## src/rtl/msgpu_commands_pkg.sv

```systemverilog
// MCU command set shared by the bus front-end and the decoder.
// Command codes, decoder states and the default device ID.
package msgpu_commands_pkg;

  localparam logic [7:0] CMD_GET_ID      = 8'h01;
  localparam logic [7:0] CMD_SET_ADDRESS = 8'h02;
  localparam logic [7:0] CMD_WRITE_DATA  = 8'h03;

  localparam logic [7:0] DEVICE_ID_DEFAULT = 8'hAE;

  typedef enum logic [1:0] {
    ST_IDLE,
    ST_ADDR,
    ST_WRITE
  } dec_state_t;

endpackage

```

## src/rtl/mcu_addr_assembler.sv

```systemverilog
// Builds a multi-byte address MSB first in a shadow register.
// The live address only sees the value once the final byte lands.
module mcu_addr_assembler #(
  parameter int ADDR_WIDTH = 32
) (
  input  logic                  system_clock,
  input  logic                  reset_n,
  input  logic                  clear,
  input  logic                  shift,
  input  logic [7:0]            byte_in,
  output logic                  commit,
  output logic [ADDR_WIDTH-1:0] commit_addr,
  output logic                  addr_loaded
);

  localparam int ADDR_BYTES = ADDR_WIDTH / 8;
  localparam int CW = 3;

  logic [CW-1:0]         count;
  logic [ADDR_WIDTH-1:0] shadow;

  assign commit_addr = ADDR_WIDTH'({shadow, byte_in});
  assign commit = shift && (count == CW'(ADDR_BYTES - 1));

  // Shadow shift, byte count and the registered commit pulse
  always_ff @(posedge system_clock) begin
    if (!reset_n) begin
      count       <= '0;
      shadow      <= '0;
      addr_loaded <= 1'b0;
    end else begin
      addr_loaded <= commit;
      if (clear || commit) begin
        count <= '0;
      end else if (shift) begin
        count <= count + CW'(1);
      end
      if (shift) begin
        shadow <= commit_addr;
      end
    end
  end

endmodule

```

## src/rtl/mcu_command_decoder.sv

```systemverilog
// Decodes the strobed MCU byte stream into ID responses,
// address loads and auto-incrementing memory writes.
module mcu_command_decoder
  import msgpu_commands_pkg::*;
#(
  parameter logic [7:0] DEVICE_ID  = DEVICE_ID_DEFAULT,
  parameter int         ADDR_WIDTH = 32
) (
  input  logic                  system_clock,
  input  logic                  reset_n,
  input  logic                  cmd_strobe,
  input  logic                  data_strobe,
  input  logic [7:0]            byte_in,
  output logic                  resp_valid,
  input  logic                  resp_ready,
  output logic [7:0]            resp_data,
  output logic                  wr_valid,
  input  logic                  wr_ready,
  output logic [ADDR_WIDTH-1:0] wr_addr,
  output logic [7:0]            wr_data,
  output logic                  addr_loaded,
  output logic                  protocol_error,
  output logic                  overflow
);

  localparam logic [ADDR_WIDTH-1:0] ADDR_ONE = ADDR_WIDTH'(1);

  dec_state_t            state;
  logic [ADDR_WIDTH-1:0] cur_addr;
  logic [ADDR_WIDTH-1:0] addr_inc;
  logic [ADDR_WIDTH-1:0] commit_addr;
  logic                  commit;
  logic                  is_get;
  logic                  is_set;
  logic                  is_wr;
  logic                  is_bad;
  logic                  data_ok;
  logic                  addr_shift;
  logic                  wr_accept;
  logic                  wr_hs;
  logic                  wr_busy;

  assign data_ok    = data_strobe && !cmd_strobe;
  assign addr_shift = data_ok && (state == ST_ADDR);
  assign wr_accept  = data_ok && (state == ST_WRITE);
  assign wr_hs      = wr_valid && wr_ready;
  assign wr_busy    = wr_valid && !wr_ready;
  assign addr_inc   = cur_addr + ADDR_ONE;

  // Command byte decode, only meaningful under cmd_strobe
  always_comb begin
    is_get = 1'b0;
    is_set = 1'b0;
    is_wr  = 1'b0;
    is_bad = 1'b0;
    if (cmd_strobe) begin
      unique case (1'b1)
        (byte_in == CMD_GET_ID):      is_get = 1'b1;
        (byte_in == CMD_SET_ADDRESS): is_set = 1'b1;
        (byte_in == CMD_WRITE_DATA):  is_wr  = 1'b1;
        default:                      is_bad = 1'b1;
      endcase
    end
  end

  mcu_addr_assembler #(
    .ADDR_WIDTH (ADDR_WIDTH)
  ) u_asm (
    .system_clock (system_clock),
    .reset_n      (reset_n),
    .clear        (is_set),
    .shift        (addr_shift),
    .byte_in      (byte_in),
    .commit       (commit),
    .commit_addr  (commit_addr),
    .addr_loaded  (addr_loaded)
  );

  // Any command aborts; a finished address returns to IDLE
  always_ff @(posedge system_clock) begin
    if (!reset_n) begin
      state <= ST_IDLE;
    end else if (cmd_strobe) begin
      if (is_set) begin
        state <= ST_ADDR;
      end else if (is_wr) begin
        state <= ST_WRITE;
      end else begin
        state <= ST_IDLE;
      end
    end else if (commit) begin
      state <= ST_IDLE;
    end
  end

  // Current address: new value on commit, +1 per write handshake
  always_ff @(posedge system_clock) begin
    if (!reset_n) begin
      cur_addr <= '0;
    end else if (commit) begin
      cur_addr <= commit_addr;
    end else if (wr_hs) begin
      cur_addr <= addr_inc;
    end
  end

  // Single-entry write slot; a strobe during handshake refills it
  always_ff @(posedge system_clock) begin
    if (!reset_n) begin
      wr_valid <= 1'b0;
      wr_addr  <= '0;
      wr_data  <= '0;
    end else if (wr_accept && !wr_busy) begin
      wr_valid <= 1'b1;
      wr_data  <= byte_in;
      wr_addr  <= wr_hs ? addr_inc : cur_addr;
    end else if (wr_hs) begin
      wr_valid <= 1'b0;
    end
  end

  // ID response held until the front-end takes it
  always_ff @(posedge system_clock) begin
    if (!reset_n) begin
      resp_valid <= 1'b0;
      resp_data  <= '0;
    end else if (is_get) begin
      resp_valid <= 1'b1;
      resp_data  <= DEVICE_ID;
    end else if (resp_valid && resp_ready) begin
      resp_valid <= 1'b0;
    end
  end

  // Sticky error flags, cleared only by reset
  always_ff @(posedge system_clock) begin
    if (!reset_n) begin
      protocol_error <= 1'b0;
      overflow       <= 1'b0;
    end else begin
      if (is_bad || (cmd_strobe && data_strobe) ||
          (data_ok && (state == ST_IDLE))) begin
        protocol_error <= 1'b1;
      end
      if (wr_accept && wr_busy) begin
        overflow <= 1'b1;
      end
    end
  end

endmodule

```

## config.mk

```make
export PLATFORM = sky130hd
export DESIGN_NAME = mcu_command_decoder
export DESIGN_NICKNAME = d
export VERILOG_FILES = /design/src/rtl/msgpu_commands_pkg.sv /design/src/rtl/mcu_addr_assembler.sv /design/src/rtl/mcu_command_decoder.sv
export SDC_FILE = /design/constraint.sdc
export NUM_CORES = 1
export LEC_CHECK = 0
export CORE_MARGIN = 2
export CORE_UTILIZATION = 48
export CTS_CLUSTER_SIZE = 25
export DETAILED_ROUTE_END_ITERATION = 16
export PLACE_DENSITY = 0.75
export RECOVER_POWER = 50
export SLEW_MARGIN = 20
export SYNTH_ARGS = -nofsm -noshare
export SYNTH_HDL_FRONTEND = slang
export SYNTH_SLANG_ARGS = --single-unit
```

## constraint.sdc

```tcl
create_clock -name system_clock -period 1.56 [get_ports system_clock]
set_input_delay 0.234 -clock system_clock [delete_from_list [all_inputs] [get_ports system_clock]]
set_output_delay 0.234 -clock system_clock [all_outputs]
set_load 0.005 [all_outputs]
```

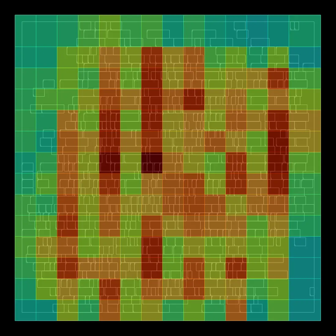
run_1/congestion_map.png
met2 track utilization from global routing: 38.6%
Routed WL per cell: 16.8 um
Most Used Layer, Global Route: met2

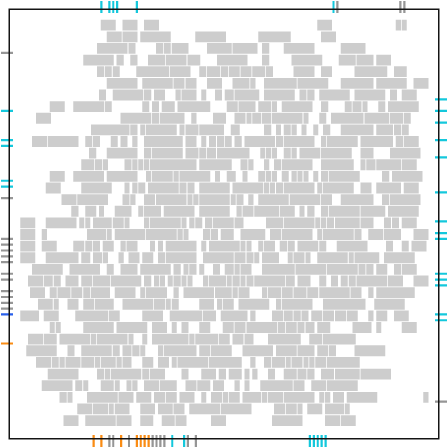
run_1/pinout.png
Pins as bars across the die edge, other pins in grey.
Key: blue = `protocol_error` [pins 1, direction output, edge left]; cyan = `wr_addr` [pins 32, direction output, edge 14 right, 7 bottom, 6 top, 5 left]; orange = `wr_data` [pins 8, direction output, edge 7 bottom, 1 left]

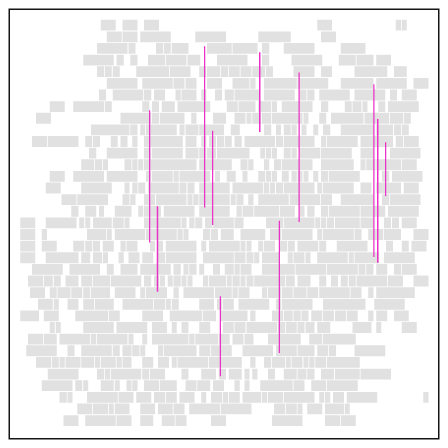
run_1/m4.png
The layer holds 2.4% of the routed length. The wires run mostly vertical. 8 nets have wire on it. The longest straight run is 40.1 um.

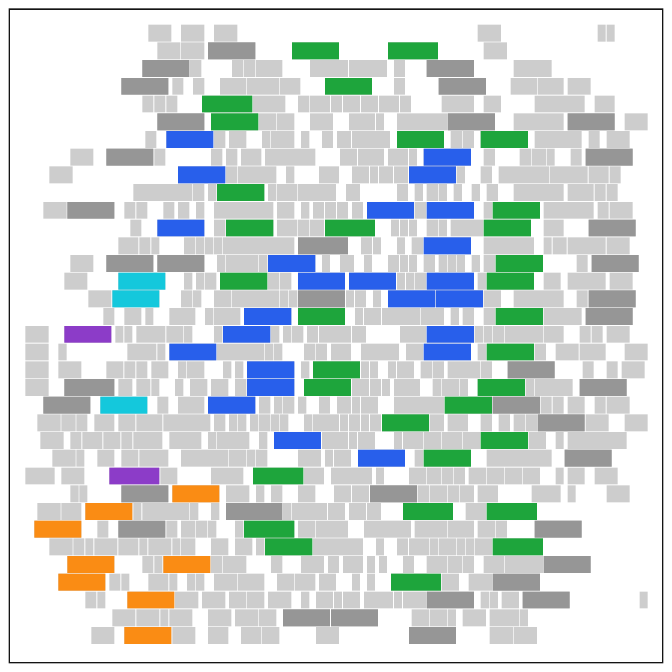
run_1/ff_map.png
Other sequential cells in the stronger grey, the rest of the logic in the fainter grey.
Key: blue = `u_asm.shadow` [placed flops 24]; green = `cur_addr` [placed flops 32]; orange = `wr_data` [placed flops 8, where bottom left]; cyan = `u_asm.count` [placed flops 3]; purple = `state` [placed flops 2]
Another 38 sequential cells are not coloured.

## run 1: cell usage in the layout, fill, tap and decap left out, types with 4 or more instances in the layout
master and n:
buf_6 11, a21oi_2 4, buf_12 7, a211oi_1 8, a21oi_1 56, clkdlybuf4s50_1 59
nand4_1 9, inv_1 6, nor2_1 19, nor3_2 5, nand2_1 110, xor2_1 9
clkbuf_8 10, nand3_1 8, nor4_4 8, dfxtp_2 12, xnor2_1 10, o21ai_0 10
dfxtp_1 94, xnor2_2 10, o21ai_1 45, buf_4 55
## run 1: cell families after synthesis
family / synth area share (%)
adders and majority gates: 0.847
muxes: 0.226
DFF: 48.3
other: 0.0846
and+or+nand+nor: 24.0
buffers and inverters: 5.05
AOI/OAI and AO/OA: 15.2
xor gates and xnor gates: 6.32
## run 1: metrics by stage
step                      setup slack [ns]  cells  util, %  instance area [um2]  setup TNS [ns]
after floorplan                     0.0255    513        -                 4440               0
after global placement              -0.395    706     60.8                 5540          -22.02
after detailed placement            -0.455    706     60.8                 5540          -24.01
after CTS                          -0.0768    729     65.1                 5930          -0.603
after global routing                -0.167    740     68.5                 6240           -4.73
final                               -0.154    740     68.5                 6240           -1.23
## run 1: final cells by class
type | count | area (um2) | share of cell area, %
Sequential cell | 107 | 2160 | 34.6
Inverter | 6 | 22.5 | 0.361
Clock inverter | 4 | 51.3 | 0.822
Timing Repair Buffer | 141 | 1410 | 22.7
Tap cell | 111 | 139 | 2.23
Multi-Input combinational cell | 360 | 2310 | 37.0
Clock buffer | 11 | 141 | 2.27
## run 1: worst min-delay path: cells and delay by family
family          cells  cell delay (ns)
compound gates      1             0.07
buf+inv             1             0.17
simple gates        1             0.12
## run 1: final timing paths
path | from | to | slack, ns | cells after the start
max | cur_addr[13] | cur_addr[30] | -0.15 | 6
min | cmd_strobe | resp_data[1] | 0.27 | 3
max reg2reg | cur_addr[13] | cur_addr[30] | -0.15 | 6
min reg2reg | u_asm.shadow[18] | cur_addr[26] | 0.46 | 2
## run 1: what timing repair did
action | CTS | global route
cloned | 2 | 4
pin swaps | 20 | 11
resized | 34 | 47
setup buffers | 6 | 9
hold endpoints to repair | 0 | 0
endpoints found under the setup margin | 39 | 70
## run 1: metal layers
| layer | global-route usage, % | wire (um) | vias up |
|---|---|---|---|
| met1 | 32.2 | 5300 | 1976 |
| met4 | 10.0 | 297 | 0 |
| met5 | 0 | 0 | - |
| met3 | 3.76 | 574 | 24 |
| met2 | 38.6 | 6280 | 125 |
| li1 | - | - | 1970 |
## run 1: flip-flops by register name, indices dropped and copies added, names as in the netlist, 2 cells and up
| name | cells |
|---|---|
| state | 2 |
| wr_addr | 32 |
| u_asm.count | 3 |
| cur_addr | 32 |
| wr_data | 8 |
| u_asm.shadow | 24 |
## run 1: power breakdown
group	leakage [uW]	total (uW)	switching [uW]	internal, uW
Clock	0.0000954	1690	911	779
Combinational	0.00135	157	86.4	70.3
Sequential	0.000869	2730	1.74	2730
==> impl_results.html, run 1 <==
<h3>Flow metrics</h3>
<table>
<tr><th>Metric</th><th>Value</th></tr>
<tr><th colspan="2">Outcome</th></tr>
<tr><td>Run status</td><td>finished with violations</td></tr>
<tr><td>Failing checks</td><td>negative setup slack</td></tr>
<tr><th colspan="2">Power</th></tr>
<tr><td>Pleak</td><td>0.00231 uW</td></tr>
<tr><td>Power after layout</td><td>4580 uW</td></tr>
<tr><td>VDD IR max</td><td>0.418 mV</td></tr>
<tr><td>Power density of the placed cells</td><td>734 nW/um2</td></tr>
<tr><th colspan="2">Final layout</th></tr>
<tr><td>Fill cell count</td><td>698</td></tr>
<tr><td>Count of antenna diodes in the layout</td><td>0</td></tr>
<tr><td>Proportion of layout cells with a drive suffix above 1</td><td>25.1%</td></tr>
<tr><td>Layout overhead on the synthesized area</td><td>40.7%</td></tr>
<tr><td>Number of nets at the end of the flow</td><td>642</td></tr>
<tr><th colspan="2">Floorplanning</th></tr>
<tr><td>Die width</td><td>100 um</td></tr>
<tr><td>Boundary pin count</td><td>67</td></tr>
<tr><td>Fp_density</td><td>48.7%</td></tr>
<tr><td>Chip area</td><td>10000 um2</td></tr>
<tr><td>Height of the die</td><td>100 um</td></tr>
<tr><td># rows</td><td>35</td></tr>
<tr><td>Core Area</td><td>9110 um2</td></tr>
<tr><th colspan="2">Yosys</th></tr>
<tr><td>Flip-flop cell with the highest count after synthesis</td><td>dfxtp_1</td></tr>
<tr><td>Portion of the post-synthesis area used by sequential elements</td><td>48.3%</td></tr>
<tr><td>Most numerous cell types in the synthesized netlist</td><td>nand2_1 (111), dfxtp_1 (107), a21oi_1 (60)</td></tr>
<tr><td>Yosys cell count</td><td>511</td></tr>
<tr><td>Warnings from Yosys</td><td>0</td></tr>
<tr><td>Asr flop ratio synth</td><td>0%</td></tr>
<tr><td>Registers, synthesis</td><td>107</td></tr>
<tr><td>Biggest area cells</td><td>dfxtp_1 (48%), nand2_1 (9.4%), a21oi_1 (6.8%), o21ai_1 (4.9%), xnor2_1 (4.0%)</td></tr>
<tr><td>Number of distinct library cell variants in the gate-level netlist after synthesis</td><td>41</td></tr>
<tr><td>Largest area contributor in the netlist</td><td>dfxtp_1</td></tr>
<tr><td>Area of the synthesized netlist per yosys stat</td><td>4430 um2</td></tr>
<tr><td>Syn Area/Cell</td><td>8.68 um2</td></tr>
<tr><th colspan="2">CTS</th></tr>
<tr><td>Count of hold buffers inserted by post-cts repair</td><td>0</td></tr>
<tr><td>Clock-pin slew on the worst setup and hold paths</td><td>0.10 ns</td></tr>
<tr><td>Sink Count</td><td>107</td></tr>
<tr><td>TritonCTS Buffers</td><td>9</td></tr>
<tr><td>TritonCTS clock tree</td><td>yes</td></tr>
<tr><td>Clock insertion delay at the later pin of the skew report</td><td>0.37 ns</td></tr>
<tr><td>Buffer cell driving the clock tree root</td><td>clkbuf_8</td></tr>
<tr><td>CTS H-tree depth</td><td>3</td></tr>
<tr><th colspan="2">Worst setup path</th></tr>
<tr><td>Critical Path, Cell by Cell</td><td>and3_1 &gt; nand4_4 &gt; buf_6 &gt; nor4_4 &gt; xnor2_2 &gt; o21ai_1</td></tr>
<tr><td>Arrival @ worst endpoint</td><td>1.98 ns</td></tr>
<tr><td>Worst path top cell family by delay</td><td>simple AND/OR/NAND/NOR gates</td></tr>
<tr><td>Nature of the critical path startpoint</td><td>register</td></tr>
<tr><td>Kind of critical path</td><td>register to register</td></tr>
<tr><td>Delay of the slowest critical-path stage</td><td>0.35 ns</td></tr>
<tr><td>Bufs and invs on worst path</td><td>1</td></tr>
<tr><td>Worst path required time</td><td>1.83 ns</td></tr>
<tr><th colspan="2">Job</th></tr>
<tr><td>Number of logged tool warnings</td><td>28</td></tr>
<tr><td>Count of maximum capacitance violations</td><td>0</td></tr>
<tr><th colspan="2">Global routing</th></tr>
<tr><td>Vias in the first global route</td><td>3838</td></tr>
<tr><td>Wire length of the first global-routing pass</td><td>18800 um</td></tr>
<tr><td>Initial antenna violation count</td><td>0</td></tr>
<tr><td>Total routing resource utilization after global routing</td><td>24.0%</td></tr>
<tr><th colspan="2">Final timing</th></tr>
<tr><td>Setup Viol. Count Final</td><td>30</td></tr>
<tr><td>Setup repair after global routing missed its margin</td><td>yes</td></tr>
<tr><td>Final Hold Slack</td><td>0.265 ns</td></tr>
<tr><td>Count of final max-slew check failures</td><td>0</td></tr>
<tr><td>Post-route setup slack</td><td>-0.154 ns</td></tr>
<tr><td>Post-layout period usage</td><td>110%</td></tr>
<tr><td>Slew of the pin with the lowest slew margin</td><td>0.562 ns</td></tr>
<tr><td>Worst Skew</td><td>0.0122 ns</td></tr>
<tr><td>Final Hold Viols</td><td>0</td></tr>
<tr><th colspan="2">Hold path</th></tr>
<tr><td>Hold Crit Class</td><td>primary input to register</td></tr>
<tr><th colspan="2">Drt</th></tr>
<tr><td>Drt first-iter violations</td><td>194</td></tr>
<tr><td>Vias after detailed routing</td><td>4095</td></tr>
<tr><td>Via density per instance</td><td>5.53</td></tr>
<tr><th colspan="2">Placed design</th></tr>
<tr><td>Placer congestion estimate</td><td>0.839</td></tr>
<tr><td>Port buffer count</td><td>63</td></tr>
</table>
==> run 2, diff against run 1 <==
- CTS_CLUSTER_SIZE: 25 -> not set
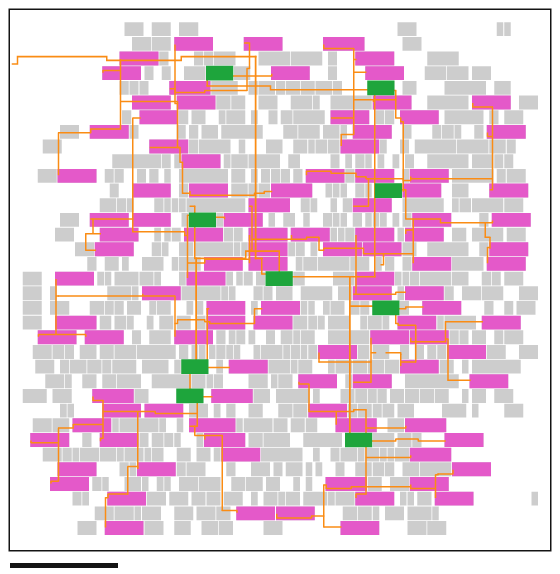
run_2/clock_wires.png
Scale bar: 20 um.
Key: magenta = flip-flops [count 107]; orange = clock wires [length 1140 um]; green = clock-net drivers [count 9]
There are 10 routed clock nets.

==> run 2 against run 1 <==
  * Largest power group unchanged
  * Non-clock buffer count is the same
  * Register-to-register slack is essentially flat
  * Critical path depth is the same
  * Synthesized cell count is the same
  * The flow still finishes with violations (negative setup slack)
  * Cell area is the same
  * Largest cell class unchanged
==> impl_results.html, run 2 <==
<h3>Flow metrics</h3>
<table>
<tr><th>Metric</th><th>Value</th></tr>
<tr><th colspan="2">Final layout</th></tr>
<tr><td>Most common logic cells in the final layout</td><td>nand2_1 (110), dfxtp_1 (94), clkdlybuf4s50_1 (59), a21oi_1 (56), buf_4 (55)</td></tr>
<tr><td>Proportion of layout cells with a drive suffix above 1</td><td>25.1%</td></tr>
<tr><td>Layout overhead on the synthesized area</td><td>40.7%</td></tr>
<tr><td>Count of antenna diodes in the layout</td><td>0</td></tr>
<tr><td>Number of nets at the end of the flow</td><td>642</td></tr>
<tr><td>Summed area of non-filler cells in the final layout</td><td>6240 um2</td></tr>
<tr><td>Most frequent standard cell in the layout excluding fill and tap cells</td><td>nand2_1</td></tr>
<tr><td>Fill cell count</td><td>698</td></tr>
<tr><td>Top flop regs</td><td>cur_addr: 32 flops, wr_addr: 32 flops, u_asm.shadow: 24 flops</td></tr>
<tr><th colspan="2">Power</th></tr>
<tr><td>VDD IR max</td><td>0.418 mV</td></tr>
<tr><td>Pleak</td><td>0.00231 uW</td></tr>
<tr><td>Power density of the placed cells</td><td>734 nW/um2</td></tr>
<tr><th colspan="2">Worst setup path</th></tr>
<tr><td>Number of cell instances on the worst register-to-register path</td><td>6</td></tr>
<tr><td>Bufs and invs on worst path</td><td>1</td></tr>
<tr><td>Worst path required time</td><td>1.83 ns</td></tr>
<tr><td>Kind of critical path</td><td>register to register</td></tr>
<tr><td>Arrival @ worst endpoint</td><td>1.98 ns</td></tr>
<tr><td>Critical-path top delay cell</td><td>dfxtp_1</td></tr>
<tr><td>Delay of the slowest critical-path stage</td><td>0.35 ns</td></tr>
<tr><td>Capture point of the worst reg-to-reg path</td><td>cur_addr[30]</td></tr>
<tr><td>Critical Path, Cell by Cell</td><td>and3_1 &gt; nand4_4 &gt; buf_6 &gt; nor4_4 &gt; xnor2_2 &gt; o21ai_1</td></tr>
<tr><td>Total number of cells along the worst setup path</td><td>6</td></tr>
<tr><td>Reg-to-reg slack, setup</td><td>-0.15 ns</td></tr>
<tr><td>Nature of the critical path startpoint</td><td>register</td></tr>
<tr><td>Reg2Reg Launch Point</td><td>cur_addr[13]</td></tr>
<tr><td>Worst path top cell family by delay</td><td>simple AND/OR/NAND/NOR gates</td></tr>
<tr><th colspan="2">Floorplanning</th></tr>
<tr><td>Core Area</td><td>9110 um2</td></tr>
<tr><td># rows</td><td>35</td></tr>
<tr><td>Chip area</td><td>10000 um2</td></tr>
<tr><td>Boundary pin count</td><td>67</td></tr>
<tr><td>Die width</td><td>100 um</td></tr>
<tr><td>Fp_density</td><td>48.7%</td></tr>
<tr><td>Height of the die</td><td>100 um</td></tr>
<tr><th colspan="2">Final timing</th></tr>
<tr><td>Final Hold Viols</td><td>0</td></tr>
<tr><td>Setup Viol. Count Final</td><td>30</td></tr>
<tr><td>Count of final max-slew check failures</td><td>0</td></tr>
<tr><td>Final Hold Slack</td><td>0.265 ns</td></tr>
<tr><td>Slew of the pin with the lowest slew margin</td><td>0.562 ns</td></tr>
<tr><td>Setup repair after global routing missed its margin</td><td>yes</td></tr>
<tr><td>Total negative slack for setup checks</td><td>-1.23 ns</td></tr>
<tr><td>Worst Skew</td><td>0.0122 ns</td></tr>
<tr><td>Post-layout period usage</td><td>110%</td></tr>
<tr><td>Post-route setup slack</td><td>-0.154 ns</td></tr>
<tr><td>Post-route minimum period</td><td>1.71 ns</td></tr>
<tr><th colspan="2">Yosys</th></tr>
<tr><td>Number of distinct library cell variants in the gate-level netlist after synthesis</td><td>41</td></tr>
<tr><td>Post-synthesis instance area</td><td>4430 um2</td></tr>
<tr><td>Registers, synthesis</td><td>107</td></tr>
<tr><td>Area of the synthesized netlist per yosys stat</td><td>4430 um2</td></tr>
<tr><td>Portion of the post-synthesis area used by sequential elements</td><td>48.3%</td></tr>
<tr><td>Asr flop ratio synth</td><td>0%</td></tr>
<tr><td>Yosys cell count</td><td>511</td></tr>
<tr><td>Syn Area/Cell</td><td>8.68 um2</td></tr>
<tr><td>Flip-flops with a built-in enable</td><td>0</td></tr>
<tr><td>Warnings from Yosys</td><td>0</td></tr>
<tr><td>Flip-flop cell with the highest count after synthesis</td><td>dfxtp_1</td></tr>
<tr><td>Most numerous cell types in the synthesized netlist</td><td>nand2_1 (111), dfxtp_1 (107), a21oi_1 (60)</td></tr>
<tr><td>Number of cells produced by synthesis</td><td>511</td></tr>
<tr><td>Biggest area cells</td><td>dfxtp_1 (48%), nand2_1 (9.4%), a21oi_1 (6.8%), o21ai_1 (4.9%), xnor2_1 (4.0%)</td></tr>
<tr><td>Largest area contributor in the netlist</td><td>dfxtp_1</td></tr>
<tr><th colspan="2">Global routing</th></tr>
<tr><td>Wire length of the first global-routing pass</td><td>18800 um</td></tr>
<tr><td>Total routing resource utilization after global routing</td><td>24.0%</td></tr>
<tr><td>Initial antenna violation count</td><td>0</td></tr>
<tr><td>Vias in the first global route</td><td>3838</td></tr>
<tr><th colspan="2">CTS</th></tr>
<tr><td>TritonCTS Buffers</td><td>9</td></tr>
<tr><td>CTS Buffer Depth</td><td>2</td></tr>
<tr><td>TritonCTS clock tree</td><td>yes</td></tr>
<tr><td>Clock insertion delay at the later pin of the skew report</td><td>0.37 ns</td></tr>
<tr><td>Clock-pin slew on the worst setup and hold paths</td><td>0.10 ns</td></tr>
<tr><td>CTS H-tree depth</td><td>3</td></tr>
<tr><td>Count of hold buffers inserted by post-cts repair</td><td>0</td></tr>
<tr><td>Buffer cell driving the clock tree root</td><td>clkbuf_8</td></tr>
<tr><td>Sink Count</td><td>107</td></tr>
<tr><th colspan="2">Placed design</th></tr>
<tr><td>Port buffer count</td><td>63</td></tr>
<tr><td>Placer congestion estimate</td><td>0.839</td></tr>
<tr><td>Post-DP HPWL</td><td>7740 um</td></tr>
<tr><td>Dpl cell area</td><td>5540 um2</td></tr>
<tr><th colspan="2">Hold path</th></tr>
<tr><td>Worst Hold Launch</td><td>cmd_strobe</td></tr>
<tr><td>Worst Hold Path Cells</td><td>3</td></tr>
<tr><td>Hold Crit Class</td><td>primary input to register</td></tr>
<tr><td>Destination of the worst hold path</td><td>resp_data[1]</td></tr>
<tr><th colspan="2">Drt</th></tr>
<tr><td>Drt first-iter violations</td><td>194</td></tr>
<tr><td>Via density per instance</td><td>5.53</td></tr>
<tr><td>Vias after detailed routing</td><td>4095</td></tr>
<tr><td>Routed WL per cell</td><td>16.8 um</td></tr>
<tr><th colspan="2">Outcome</th></tr>
<tr><td>Run status</td><td>finished with violations</td></tr>
<tr><td>Failing checks</td><td>negative setup slack</td></tr>
<tr><th colspan="2">Job</th></tr>
<tr><td>Count of maximum capacitance violations</td><td>0</td></tr>
<tr><td>Number of logged tool warnings</td><td>28</td></tr>
</table>
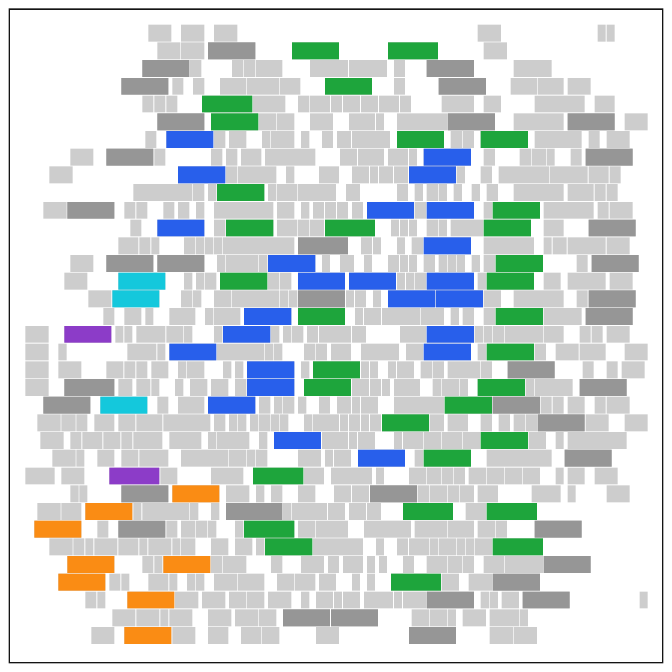
run_2/ff_map.png
Other sequential cells in the stronger grey, the rest of the logic in the fainter grey.
Key: blue = `u_asm.shadow` [placed flops 24]; orange = `wr_data` [placed flops 8, where bottom left]; cyan = `u_asm.count` [placed flops 3]; purple = `state` [placed flops 2]; green = `cur_addr` [placed flops 32]
Another 38 sequential cells are not coloured.

==> run 2: through the flow <==
step                      power (uW)  util (%)  cells  setup slack (ns)
after floorplan                 2850         -    513            0.0255
after global placement          2950      60.8    706            -0.395
after detailed placement        2950      60.8    706            -0.455
after CTS                       4600      65.1    729           -0.0768
after global routing            4720      68.5    740            -0.167
final                           4580      68.5    740            -0.154
==> run 2: per-layer routing <==
layer / part of all wire (%) / up-vias / global-route usage, % / wire length [um]
met3: 4.6 / 24 / 3.76 / 574
met5: 0 / - / 0 / 0
met4: 2.4 / 0 / 10.0 / 297
li1: - / 1970 / - / -
met1: 43 / 1976 / 32.2 / 5300
met2: 50 / 125 / 38.6 / 6280
==> run 2: what timing repair did <==
| action | CTS | global route |
|---|---|---|
| gates resized | 34 | 47 |
| pin swaps | 20 | 11 |
| endpoints found under the setup margin | 39 | 70 |
| setup buffers | 6 | 9 |
| gates cloned | 2 | 4 |
| endpoints found under the hold margin | 0 | 0 |
==> run 2: cell type report <==
cell class	instances	area, um2	share of cell area [%]
multi-input combinational	360	2310	37.0
sequential	107	2160	34.6
timing repair buffer	141	1410	22.7
clock buffer	11	141	2.27
tap	111	139	2.23
clock inverter	4	51.3	0.822
inverter	6	22.5	0.361
==> run 2: worst max path at each step <==
stage / start / slack (ns) / end
2_1_floorplan: cur_addr[3] / 0.03 / wr_addr[28]
3_3_place_gp: byte_in[3] / -0.39 / protocol_error
3_5_place_dp: byte_in[3] / -0.46 / protocol_error
4_1_cts: cur_addr[5] / -0.08 / wr_addr[21]
5_1_grt: cur_addr[6] / -0.17 / cur_addr[30]
6_report: cur_addr[13] / -0.15 / cur_addr[30]
==> run 2: kinds of logic (layout without fill, tap and decap cells) <==
group / count (synthesis) / after routing / share of synthesized area (%)
AOI/OAI and AO/OA: 128 / 128 / 15.2
xor gates and xnor gates: 32 / 32 / 6.32
adders and majority gates: 3 / 3 / 0.847
buffers and inverters: 46 / 162 / 5.05
DFF: 107 / 107 / 48.3
muxes: 1 / 1 / 0.226
other: 1 / 3 / 0.0846
and+or+nand+nor: 193 / 193 / 24.0
==> run 2: worst register-to-register path: cells and delay by family (launching register included) <==
family / cells / cell delay [ns]
AND-OR/OR-AND: 1 / 0.09
XOR/XNOR: 1 / 0.21
buffers and inverters: 1 / 0.22
flip-flops: 1 / 0.35
AND/OR/NAND/NOR: 3 / 0.75
==> run 2: report_power, final <==
part           leakage (uW)  internal (uW)  switching (uW)  total, uW
logic               0.00135           70.3            86.4        157
clock network     0.0000954            779             911       1690
registers          0.000869           2730            1.74       2730
==> run 3, diff against run 2 <==
- CORE_MARGIN: 2 -> not set
- CORE_UTILIZATION: 48 -> 30
- PLACE_DENSITY: 0.75 -> not set
- clock period: 1.56 -> 1.9 ns (I/O delays scaled with it)
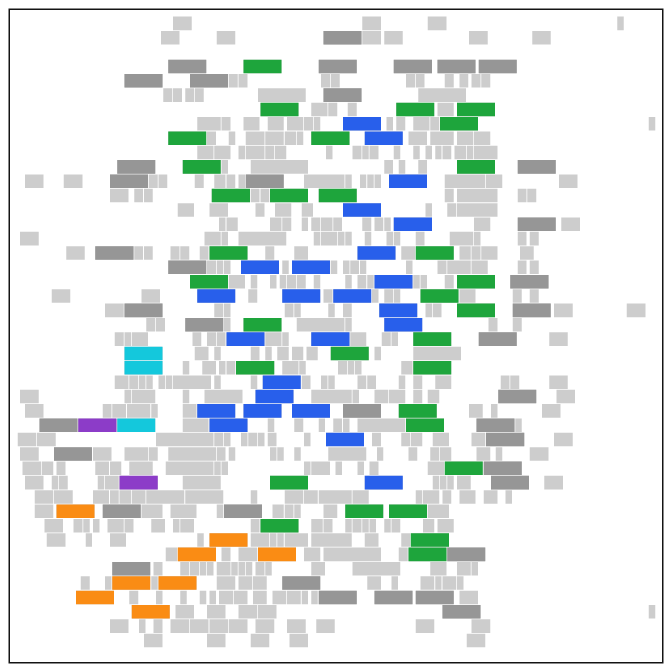
run_3/ff_map.png
Other sequential cells in the stronger grey, the rest of the logic in the fainter grey.
Key: purple = `state` [placed flops 2]; blue = `u_asm.shadow` [placed flops 24, where middle]; green = `cur_addr` [placed flops 32]; orange = `wr_data` [placed flops 8, where bottom left]; cyan = `u_asm.count` [placed flops 3]
Another 38 sequential cells are not coloured.

==> run 3 against run 2 <==
  * The run now ends clean
  * Sequential share of layout area up 2.7 points
  * Critical endpoint is now wr_addr[22]
  * Via count shrank 11%
  * Global-route usage decreased by 8.9 points
  * Core utilization shrank 29 points
  * Wire length fell by 13%
  * Worst hold slack better by 0.18 ns
  * Die size is 52% higher
  * First-iteration DRC count decreased by 29%
  * Largest cell class is now flip-flops and latches
  * Power is 2.1% lower
==> impl_results.html, run 3 <==
<h3>Flow metrics</h3>
<table>
<tr><th>Metric</th><th>Value</th></tr>
<tr><th colspan="2">CTS</th></tr>
<tr><td>Clock-pin slew on the worst setup and hold paths</td><td>0.07 ns</td></tr>
<tr><td>Buffer cell driving the clock tree root</td><td>clkbuf_16</td></tr>
<tr><td>CTS Buffer Depth</td><td>2</td></tr>
<tr><td>TritonCTS clock tree</td><td>yes</td></tr>
<tr><td>Clock insertion delay at the later pin of the skew report</td><td>0.34 ns</td></tr>
<tr><td>Post CTS Setup Buffer Count</td><td>0</td></tr>
<tr><td>Post-CTS resize count</td><td>0</td></tr>
<tr><td>CTS H-tree depth</td><td>3</td></tr>
<tr><td>TritonCTS Buffers</td><td>9</td></tr>
<tr><th colspan="2">Yosys</th></tr>
<tr><td>Asr flop ratio synth</td><td>0%</td></tr>
<tr><td>Registers, synthesis</td><td>107</td></tr>
<tr><td>Warnings from Yosys</td><td>0</td></tr>
<tr><td>Flip-flop cell with the highest count after synthesis</td><td>dfxtp_1</td></tr>
<tr><td>Portion of the post-synthesis area used by sequential elements</td><td>48.3%</td></tr>
<tr><td>Number of cells produced by synthesis</td><td>511</td></tr>
<tr><td>Most numerous cell types in the synthesized netlist</td><td>nand2_1 (111), dfxtp_1 (107), a21oi_1 (60)</td></tr>
<tr><td>Biggest area cells</td><td>dfxtp_1 (48%), nand2_1 (9.4%), a21oi_1 (6.8%), o21ai_1 (4.9%), xnor2_1 (4.0%)</td></tr>
<tr><td>Yosys cell count</td><td>511</td></tr>
<tr><td>Largest area contributor in the netlist</td><td>dfxtp_1</td></tr>
<tr><td>Area of the synthesized netlist per yosys stat</td><td>4430 um2</td></tr>
<tr><th colspan="2">Worst setup path</th></tr>
<tr><td>Worst path required time</td><td>2.13 ns</td></tr>
<tr><td>Nature of the critical path startpoint</td><td>register</td></tr>
<tr><td>Kind of critical path</td><td>register to register</td></tr>
<tr><td>Arrival @ worst endpoint</td><td>1.98 ns</td></tr>
<tr><td>Delay of the slowest critical-path stage</td><td>0.41 ns</td></tr>
<tr><th colspan="2">Final timing</th></tr>
<tr><td>Final Hold Viols</td><td>0</td></tr>
<tr><td>Setup Viol. Count Final</td><td>0</td></tr>
<tr><td>Post-route minimum period</td><td>1.75 ns</td></tr>
<tr><td>Post-layout period usage</td><td>92.0%</td></tr>
<tr><td>Count of final max-slew check failures</td><td>0</td></tr>
<tr><th colspan="2">Final layout</th></tr>
<tr><td>Number of nets at the end of the flow</td><td>592</td></tr>
<tr><td>Most common logic cells in the final layout</td><td>nand2_1 (111), dfxtp_1 (107), a21oi_1 (60), dlygate4sd3_1 (45), o21ai_1 (41)</td></tr>
<tr><td>Layout overhead on the synthesized area</td><td>29.3%</td></tr>
<tr><td>Most frequent standard cell in the layout excluding fill and tap cells</td><td>nand2_1</td></tr>
<tr><td>Number of standard cells in the final layout excluding fillers</td><td>764</td></tr>
<tr><td>Count of antenna diodes in the layout</td><td>0</td></tr>
<tr><th colspan="2">Global routing</th></tr>
<tr><td>Wire length of the first global-routing pass</td><td>17800 um</td></tr>
<tr><td>Initial antenna violation count</td><td>0</td></tr>
<tr><td>Total routing resource utilization after global routing</td><td>15.1%</td></tr>
<tr><th colspan="2">Power</th></tr>
<tr><td>Power after layout</td><td>4480 uW</td></tr>
<tr><td>Pleak</td><td>0.00209 uW</td></tr>
<tr><td>Power density of the placed cells</td><td>782 nW/um2</td></tr>
<tr><th colspan="2">Hold path</th></tr>
<tr><td>Hold Crit Class</td><td>register to register</td></tr>
<tr><th colspan="2">Drt</th></tr>
<tr><td>Via density per instance</td><td>4.78</td></tr>
<tr><td>Vias after detailed routing</td><td>3654</td></tr>
<tr><td>Drt first-iter violations</td><td>137</td></tr>
<tr><th colspan="2">Floorplanning</th></tr>
<tr><td># rows</td><td>44</td></tr>
<tr><td>Die width</td><td>124 um</td></tr>
<tr><td>Core Area</td><td>14500 um2</td></tr>
<tr><td>Boundary pin count</td><td>67</td></tr>
<tr><th colspan="2">Job</th></tr>
<tr><td>Count of maximum capacitance violations</td><td>0</td></tr>
<tr><th colspan="2">Outcome</th></tr>
<tr><td>Run status</td><td>finished clean</td></tr>
<tr><th colspan="2">Placed design</th></tr>
<tr><td>Number of placed cells counting well taps</td><td>748</td></tr>
</table>
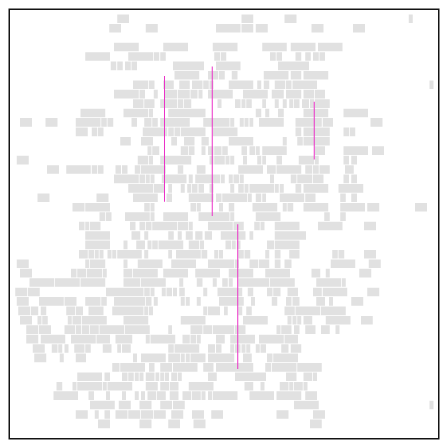
run_3/m4.png
The layer carries 137 um of wire. 3 nets have wire on it.

## run 3: cell counts after synthesis
Identical to the previous run, type by type.
## run 3: worst max-delay path, delay by kind of cell (launching register included)
family,cells,cell delay (ns)
flops,1,0.41
xor+xnor,1,0.20
buf+inv,1,0.19
simple gates,3,0.74
compound gates,1,0.09
## run 3: per-layer routing
layer  share of wire (%)  track usage (%)  vias to the layer above
met3                 5.0             3.98                       12
li1                    -                -                     1866
met1                  48             20.0                     1709
met4                 1.3             4.59                        0
met2                  45             24.0                       67
met5                   0                0                        -
## run 3: logic make-up after synthesis
| logic type | synth area share (%) |
|---|---|
| compound gates | 15.2 |
| simple gates | 24.0 |
| fa+ha+maj | 0.847 |
| buf+inv | 5.05 |
| xor+xnor | 6.32 |
| flops | 48.3 |
| mux | 0.226 |
| other cells | 0.0846 |
## run 3: cell type report
cell class                 instances  area, um2
clock buffer                      11        243
clock inverter                     5        100
fill                            1430       8740
inverter                           6       22.5
multi-input combinational        360       2080
sequential                       107       2140
tap                              184        230
timing repair buffer              91        913
## run 3: worst paths after layout
kind	slack, ns	to	depth (start not counted)	from
worst max-delay path	0.15	wr_addr[22]	6	cur_addr[3]
worst min-delay path	0.45	cur_addr[31]	2	u_asm.shadow[23]
worst max register to register	0.15	wr_addr[22]	6	cur_addr[3]
worst min register to register	0.45	cur_addr[31]	2	u_asm.shadow[23]
## run 3: metrics by stage
stage                     setup WS [ns]  hold slack [ns]  setup TNS (ns)  util [%]
final                             0.152            0.449               0      39.6
after global routing             0.0231            0.467               0      39.6
after CTS                         0.151            0.453               0      39.6
after detailed placement         -0.210            0.442           -4.17      37.3
after global placement           -0.176            0.441           -1.84      37.3
after floorplan                   0.366            0.394               0         -
## run 3: report_power, final
group	internal, uW	leakage [uW]	switching, uW	total, uW
registers	2240	0.000862	1.29	2240
clock network	1320	0.000169	801	2120
logic	52.3	0.00106	65.9	118
No activity file was given, so power comes from the tool's default toggle rates.
